--- src/rtl/layer_amplitude_monitor.sv ---
// Windowed |x| min/max tracker for the five cortical-layer oscillators.
// Reports per-layer range, an activity flag and stability against the previous window.
module layer_amplitude_monitor #(
    parameter int WIDTH         = 18,
    parameter int ACTIVE_THRESH = 1000,
    parameter int STAB_SHIFT    = 2,
    parameter int WIN_W         = 16
) (
    input  logic                    clk,
    input  logic                    rst_n,
    input  logic                    sample_en,
    input  logic signed [WIDTH-1:0] l23_x,
    input  logic signed [WIDTH-1:0] l4_x,
    input  logic signed [WIDTH-1:0] l5a_x,
    input  logic signed [WIDTH-1:0] l5b_x,
    input  logic signed [WIDTH-1:0] l6_x,
    input  logic                    start,
    input  logic [WIN_W-1:0]        window_len,
    output logic                    busy,
    output logic                    done,
    input  logic [2:0]              rd_sel,
    output logic [WIDTH-1:0]        rd_range,
    output logic [4:0]              active_mask,
    output logic [4:0]              stable_mask,
    output logic                    baseline_valid
);
    localparam int NL = 5;
    localparam logic [WIDTH-1:0] LP_POS_MAX = {1'b0, {(WIDTH-1){1'b1}}};
    localparam logic [WIDTH-1:0] LP_NEG_MIN = {1'b1, {(WIDTH-1){1'b0}}};
    localparam logic [WIDTH-1:0] LP_THRESH  = WIDTH'(ACTIVE_THRESH);
    localparam logic [WIDTH-1:0] LP_ONE     = {{(WIDTH-1){1'b0}}, 1'b1};
    localparam logic [WIDTH:0]   LP_ONE_X   = {{WIDTH{1'b0}}, 1'b1};
    localparam logic [WIN_W-1:0] LP_CNT_ONE = {{(WIN_W-1){1'b0}}, 1'b1};

    typedef enum logic [1:0] {
        S_IDLE    = 2'd0,
        S_MEASURE = 2'd1,
        S_LATCH   = 2'd2,
        S_REPORT  = 2'd3
    } state_t;

    state_t                   r_state;
    logic [WIN_W-1:0]         r_len;
    logic [WIN_W-1:0]         r_count;
    logic [NL-1:0][WIDTH-1:0] r_min;
    logic [NL-1:0][WIDTH-1:0] r_max;
    logic [NL-1:0][WIDTH-1:0] r_range;
    logic [NL-1:0][WIDTH-1:0] r_base;
    logic [NL-1:0][WIDTH-1:0] w_x;
    logic [NL-1:0][WIDTH-1:0] w_abs;
    logic [NL-1:0][WIDTH-1:0] w_range;
    logic [NL-1:0]            w_active;
    logic [NL-1:0]            w_stable;

    // Absolute value; the most negative code saturates to the largest positive one.
    function automatic logic [WIDTH-1:0] f_abs_sat(input logic [WIDTH-1:0] x);
        if (x == LP_NEG_MIN) begin
            return LP_POS_MAX;
        end else if (x[WIDTH-1]) begin
            return ~x + LP_ONE;
        end else begin
            return x;
        end
    endfunction

    // Difference is taken one bit wider so it never wraps before the magnitude.
    function automatic logic f_within_tol(input logic [WIDTH-1:0] rng,
                                          input logic [WIDTH-1:0] base);
        logic [WIDTH:0] diff;
        logic [WIDTH:0] mag;
        logic [WIDTH:0] tol;
        diff = {1'b0, rng} - {1'b0, base};
        mag  = diff[WIDTH] ? (~diff + LP_ONE_X) : diff;
        tol  = {1'b0, base >> STAB_SHIFT};
        return (mag <= tol);
    endfunction

    // Per-layer absolute value, window range and result flags.
    always_comb begin
        w_x      = {l6_x, l5b_x, l5a_x, l4_x, l23_x};
        w_abs    = '0;
        w_range  = '0;
        w_active = '0;
        w_stable = '0;
        for (int i = 0; i < NL; i++) begin
            w_abs[i]    = f_abs_sat(w_x[i]);
            w_range[i]  = r_max[i] - r_min[i];
            w_active[i] = (w_range[i] > LP_THRESH);
            w_stable[i] = baseline_valid && f_within_tol(w_range[i], r_base[i]);
        end
    end

    // Readout mux over the result registers; unused selects read as zero.
    always_comb begin
        rd_range = '0;
        case (rd_sel)
            3'd0:    rd_range = r_range[0];
            3'd1:    rd_range = r_range[1];
            3'd2:    rd_range = r_range[2];
            3'd3:    rd_range = r_range[3];
            3'd4:    rd_range = r_range[4];
            default: rd_range = '0;
        endcase
    end

    // Window FSM: results are registered while leaving LATCH so they are visible in REPORT.
    always_ff @(posedge clk) begin
        if (!rst_n) begin
            r_state        <= S_IDLE;
            r_len          <= '0;
            r_count        <= '0;
            r_min          <= '0;
            r_max          <= '0;
            r_range        <= '0;
            r_base         <= '0;
            busy           <= 1'b0;
            done           <= 1'b0;
            active_mask    <= 5'b00000;
            stable_mask    <= 5'b00000;
            baseline_valid <= 1'b0;
        end else begin
            case (r_state)
                S_IDLE: begin
                    done <= 1'b0;
                    if (start) begin
                        r_len   <= (window_len == '0) ? LP_CNT_ONE : window_len;
                        r_count <= '0;
                        for (int i = 0; i < NL; i++) begin
                            r_min[i] <= LP_POS_MAX;
                            r_max[i] <= '0;
                        end
                        busy    <= 1'b1;
                        r_state <= S_MEASURE;
                    end
                end
                S_MEASURE: begin
                    if (sample_en) begin
                        for (int i = 0; i < NL; i++) begin
                            if (w_abs[i] < r_min[i]) begin
                                r_min[i] <= w_abs[i];
                            end
                            if (w_abs[i] > r_max[i]) begin
                                r_max[i] <= w_abs[i];
                            end
                        end
                        r_count <= r_count + LP_CNT_ONE;
                        if ((r_count + LP_CNT_ONE) == r_len) begin
                            r_state <= S_LATCH;
                        end
                    end
                end
                S_LATCH: begin
                    r_range        <= w_range;
                    r_base         <= w_range;
                    active_mask    <= w_active;
                    stable_mask    <= w_stable;
                    baseline_valid <= 1'b1;
                    done           <= 1'b1;
                    r_state        <= S_REPORT;
                end
                S_REPORT: begin
                    done    <= 1'b0;
                    busy    <= 1'b0;
                    r_state <= S_IDLE;
                end
                default: begin
                    done    <= 1'b0;
                    busy    <= 1'b0;
                    r_state <= S_IDLE;
                end
            endcase
        end
    end
endmodule

--- config.mk ---
export PLATFORM = sky130hd
export DESIGN_NAME = layer_amplitude_monitor
export DESIGN_NICKNAME = d
export VERILOG_FILES = /design/src/rtl/layer_amplitude_monitor.sv
export SDC_FILE = /design/constraint.sdc
export NUM_CORES = 2
export LEC_CHECK = 0
export CAP_MARGIN = 0
export CORE_ASPECT_RATIO = 2
export CORE_MARGIN = 2
export CORE_UTILIZATION = 65
export DETAILED_ROUTE_END_ITERATION = 12
export GPL_TIMING_DRIVEN = 1
export PLACE_DENSITY = 0.85
export SYNTH_ARGS = -nofsm -noshare
export SYNTH_HDL_FRONTEND = slang
export SYNTH_SLANG_ARGS = --single-unit
--- constraint.sdc ---
create_clock -name clk -period 14.4 [get_ports clk]
set_clock_uncertainty 0.05 [all_clocks]
set_input_delay 2.88 -clock clk [delete_from_list [all_inputs] [get_ports clk]]
set_output_delay 2.88 -clock clk [all_outputs]
set_load 0.05 [all_outputs]
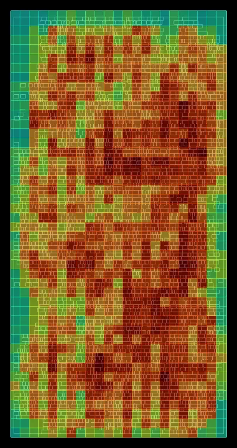
(images/congestion_map.png)
Tot GR Track Use: 0.360
met3 Use GR: 0.0447
global routing usage on met1: 0.368
WL per Instance: 20.0 µm

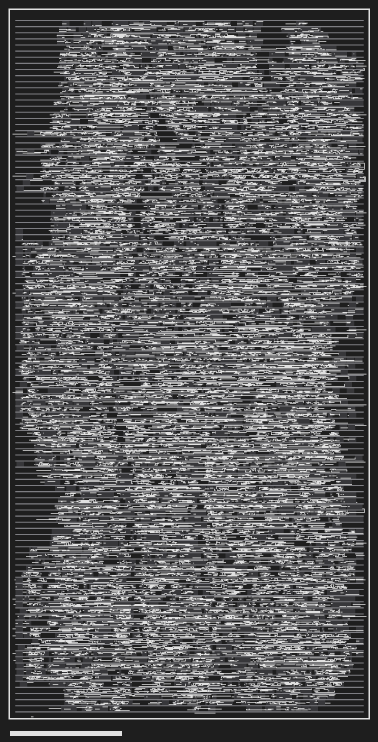
(images/m1.png)
The bar under the picture is 50 µm long. Supply wires on this layer in gray.
- main direction: horizontal
- longest straight run: 41.4 µm
- wire length on this layer: 33.2 mm
- share of all routed wire: 36%
- nets with wire on the layer: 4291

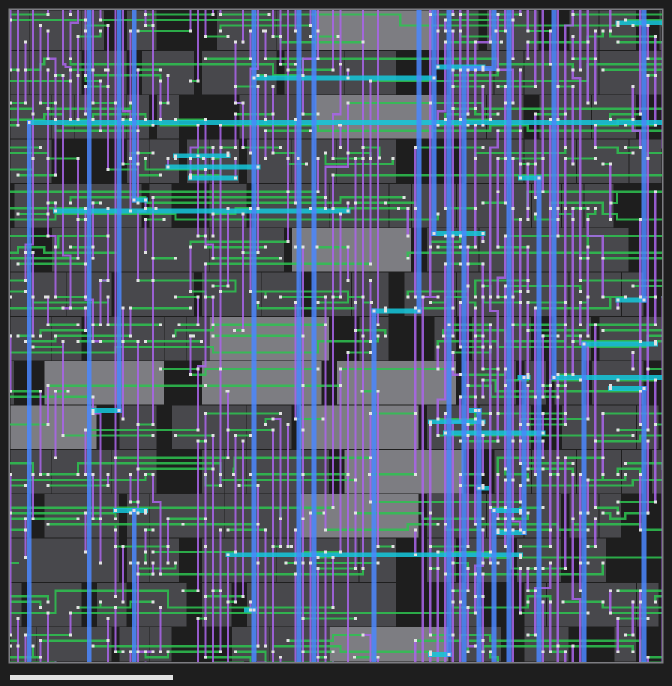
(images/closeup.png)
The bar under the picture is 10 µm long. Region (60, 74) to (100, 114) µm. Cells in gray, sequential cells in the stronger gray; small squares are vias.
- purple: M2
- green: M1
- blue: M4
- cyan: M3
- sequential cells in the window: 12
- netlist names of flops here include: r_base (11), stable_mask (1)
- most frequent: ha_1 (18), nor2_1 (15), dfxtp_1 (12)
- cells with their middle in the window: 159

==> results.py <==
# Flow results
metrics = {
    "clocking": {
        "clk_latency_ps": 620,
        "clk_pin_slew_ps": 60,
        "clock_path_buffers": 3,
        "cts_resized": 0,
        "cts_hold_buf": 0,
        "cts-root-buf": "clkbuf_16",
        "htreeDepth": 1,
    },
    "logic_synthesis": {
        "yosysWarnings": 0,
        "common_cells": "446 x ha_1, 358 x inv_1, 317 x dfxtp_1",
        "synth-seq-cells": 317,
        "synth-edff-count": 0,
        "async_reset_ff_frac": 0,
        "synth_cell_types": 83,
        "yosys.area.top_type": "dfxtp_1",
        "synth_area_mm2": 0.0314,
        "topCellsByArea": "dfxtp_1 20%, ha_1 18%, inv_1 4.3%, xnor2_1 4.1%, a21oi_1 3.8%",
        "ys_area_mm2": 0.0314,
        "yosysCellCount": 3921,
        "synth_seq_share": 0.202,
        "top_cell": "ha_1",
        "syn_area_per_cell_um2": 8.00,
    },
    "run": {
        "maxCapViolations": 0,
        "warnings": 32,
    },
    "critical_path": {
        "path_buffers": 2,
        "arrival_ps": 6080,
        "crit_type": "input port to primary output",
        "startpoint": "rd_sel[2]",
        "required_ps": 11470,
        "slowest_delay_ps": 970,
        "cp_common_cell": "clkdlybuf4s50_1",
        "cp_cell_sequence": "clkdlybuf4s50_1 -> nor2b_1 -> a22oi_1 -> o22ai_1 -> clkdlybuf4s50_1",
        "reg2reg_from": "r_max[0]",
        "r2r_slack_ps": 7320,
        "start_kind": "input port",
        "crit_path_end_kind": "primary output",
    },
    "global_route": {
        "grt_max_degree": 192,
        "grt_pass1_wl_mm": 149,
        "grt_overflow": 0,
        "antenna_found_initial": 2,
    },
    "sta": {
        "fin_tns_setup_ps": 0,
        "finalCritPeriodShare": 0.626,
        "hold_viol_final": 0,
        "slew_viol_final": 0,
        "setup_viol": 0,
        "rsz0062_at_grt": "false",
        "max_slew_margin": 0.189,
    },
    "routing": {
        "via_count": 30223,
        "drc": 0,
        "first_iter_violations": 1996,
        "firstDrtPassIters": 5,
        "avgViaCountPerCell": 6.52,
    },
    "placed_design": {
        "dpl.hpwl_mm": 73.4,
        "gp_congestion": 1.04,
        "io_buffers": 143,
    },
    "die": {
        "die_area_mm2": 0.0502,
        "coreArea_mm2": 0.0476,
        "die_x_um": 159,
        "die_y_um": 315,
        "fp-row-count": 113,
        "initCoreUtil": 0.659,
    },
    "finish": {
        "layout.cells.most_common": "ha_1",
        "drive_above_1_share": 0.0522,
        "n_antenna_cell": 0,
        "regArea_mm2": 0.00635,
        "fillCellCount": 3814,
    },
    "run_status": {
        "status": "finished, final reports clean",
    },
    "worst_hold_path": {
        "worstHoldPathType": "register to register",
    },
}
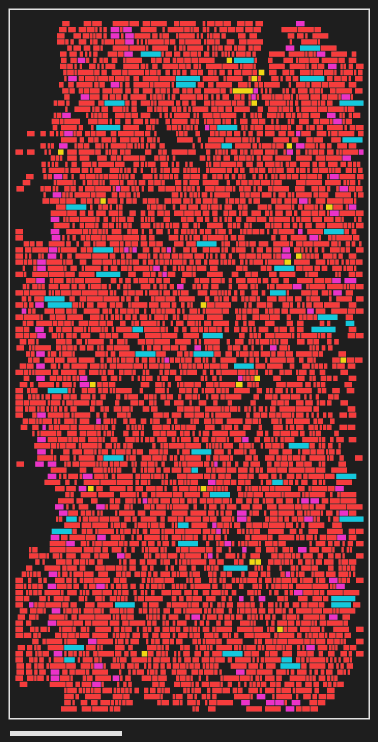
(images/sizing.png)
The bar under the picture is 50 µm long.
- magenta: x2 (cells 136; share 3.4%)
- cyan: x6 and larger (cells 51; share 1.3%)
- red: x1 and smaller (cells 3792; share 95%)
- yellow: x3 and x4 (cells 22; share 0.55%)
design area: 0.0345 mm²
Buffers excl. clock: 160
Final WS setup: 5390 ps
Synth-to-Final Area Change: 9.89%

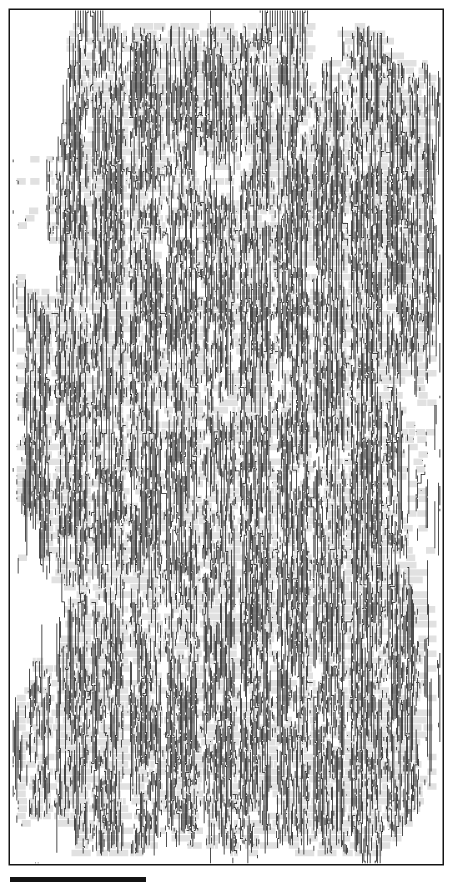
(images/m2.png)
The bar under the picture is 50 µm long.
- share of all routed wire: 50%
- wire length on this layer: 46.1 mm

## logic make-up after synthesis
| group | synth area share |
|---|---|
| mux | 0.0335 |
| buf+inv | 0.0598 |
| fa+ha+maj | 0.184 |
| xor+xnor | 0.0758 |
| compound gates | 0.261 |
| simple gates | 0.184 |
| flops | 0.202 |
## metal layers
layer  up-vias  global-route usage  share of wire
li1      14436                   -              -
met1     14297               0.368           0.36
met2      1079               0.656           0.50
met3       409              0.0447          0.055
met4         2               0.292          0.091
met5         -                   0        0.00014
## cell type report
class                           count  share of cell area
Sequential cell                   317               0.184
Clock inverter                     18              0.0104
Timing Repair Buffer              160              0.0456
Inverter                          359              0.0391
Multi-Input combinational cell   3107               0.672
Clock buffer                       40              0.0255
Tap cell                          632              0.0229
## metrics by stage
step           instance area, µm²  hold slack, ps   util  worst slack, ps
2_1_floorplan               31400             405      -             6870
3_3_place_gp                33200             419  0.698             5510
3_5_place_dp                33200             427  0.698             5460
4_1_cts                     34500             431  0.724             5470
5_1_grt                     34500             452  0.724             5200
6_report                    34500             432  0.724             5390
## worst max path at each step
| stage | to | slack, ps | cells after the start |
|---|---|---|---|
| finish | rd_range[2] | 5390 | 5 |
| detailed placement | rd_range[12] | 5460 | 5 |
| global placement | rd_range[2] | 5510 | 5 |
| CTS | rd_range[12] | 5470 | 5 |
| global route | rd_range[16] | 5200 | 5 |
| floorplan | rd_range[0] | 6870 | 6 |
## worst register-to-register path, delay by kind of cell, from the launching register on
| family | cells | cell delay, ps |
|---|---|---|
| AND-OR/OR-AND | 21 | 4370 |
| XOR/XNOR | 2 | 550 |
| adder cells (fa/ha/maj) | 4 | 1280 |
| buffers and inverters | 1 | 70 |
| flip-flops | 1 | 380 |
| AND/OR/NAND/NOR | 2 | 330 |
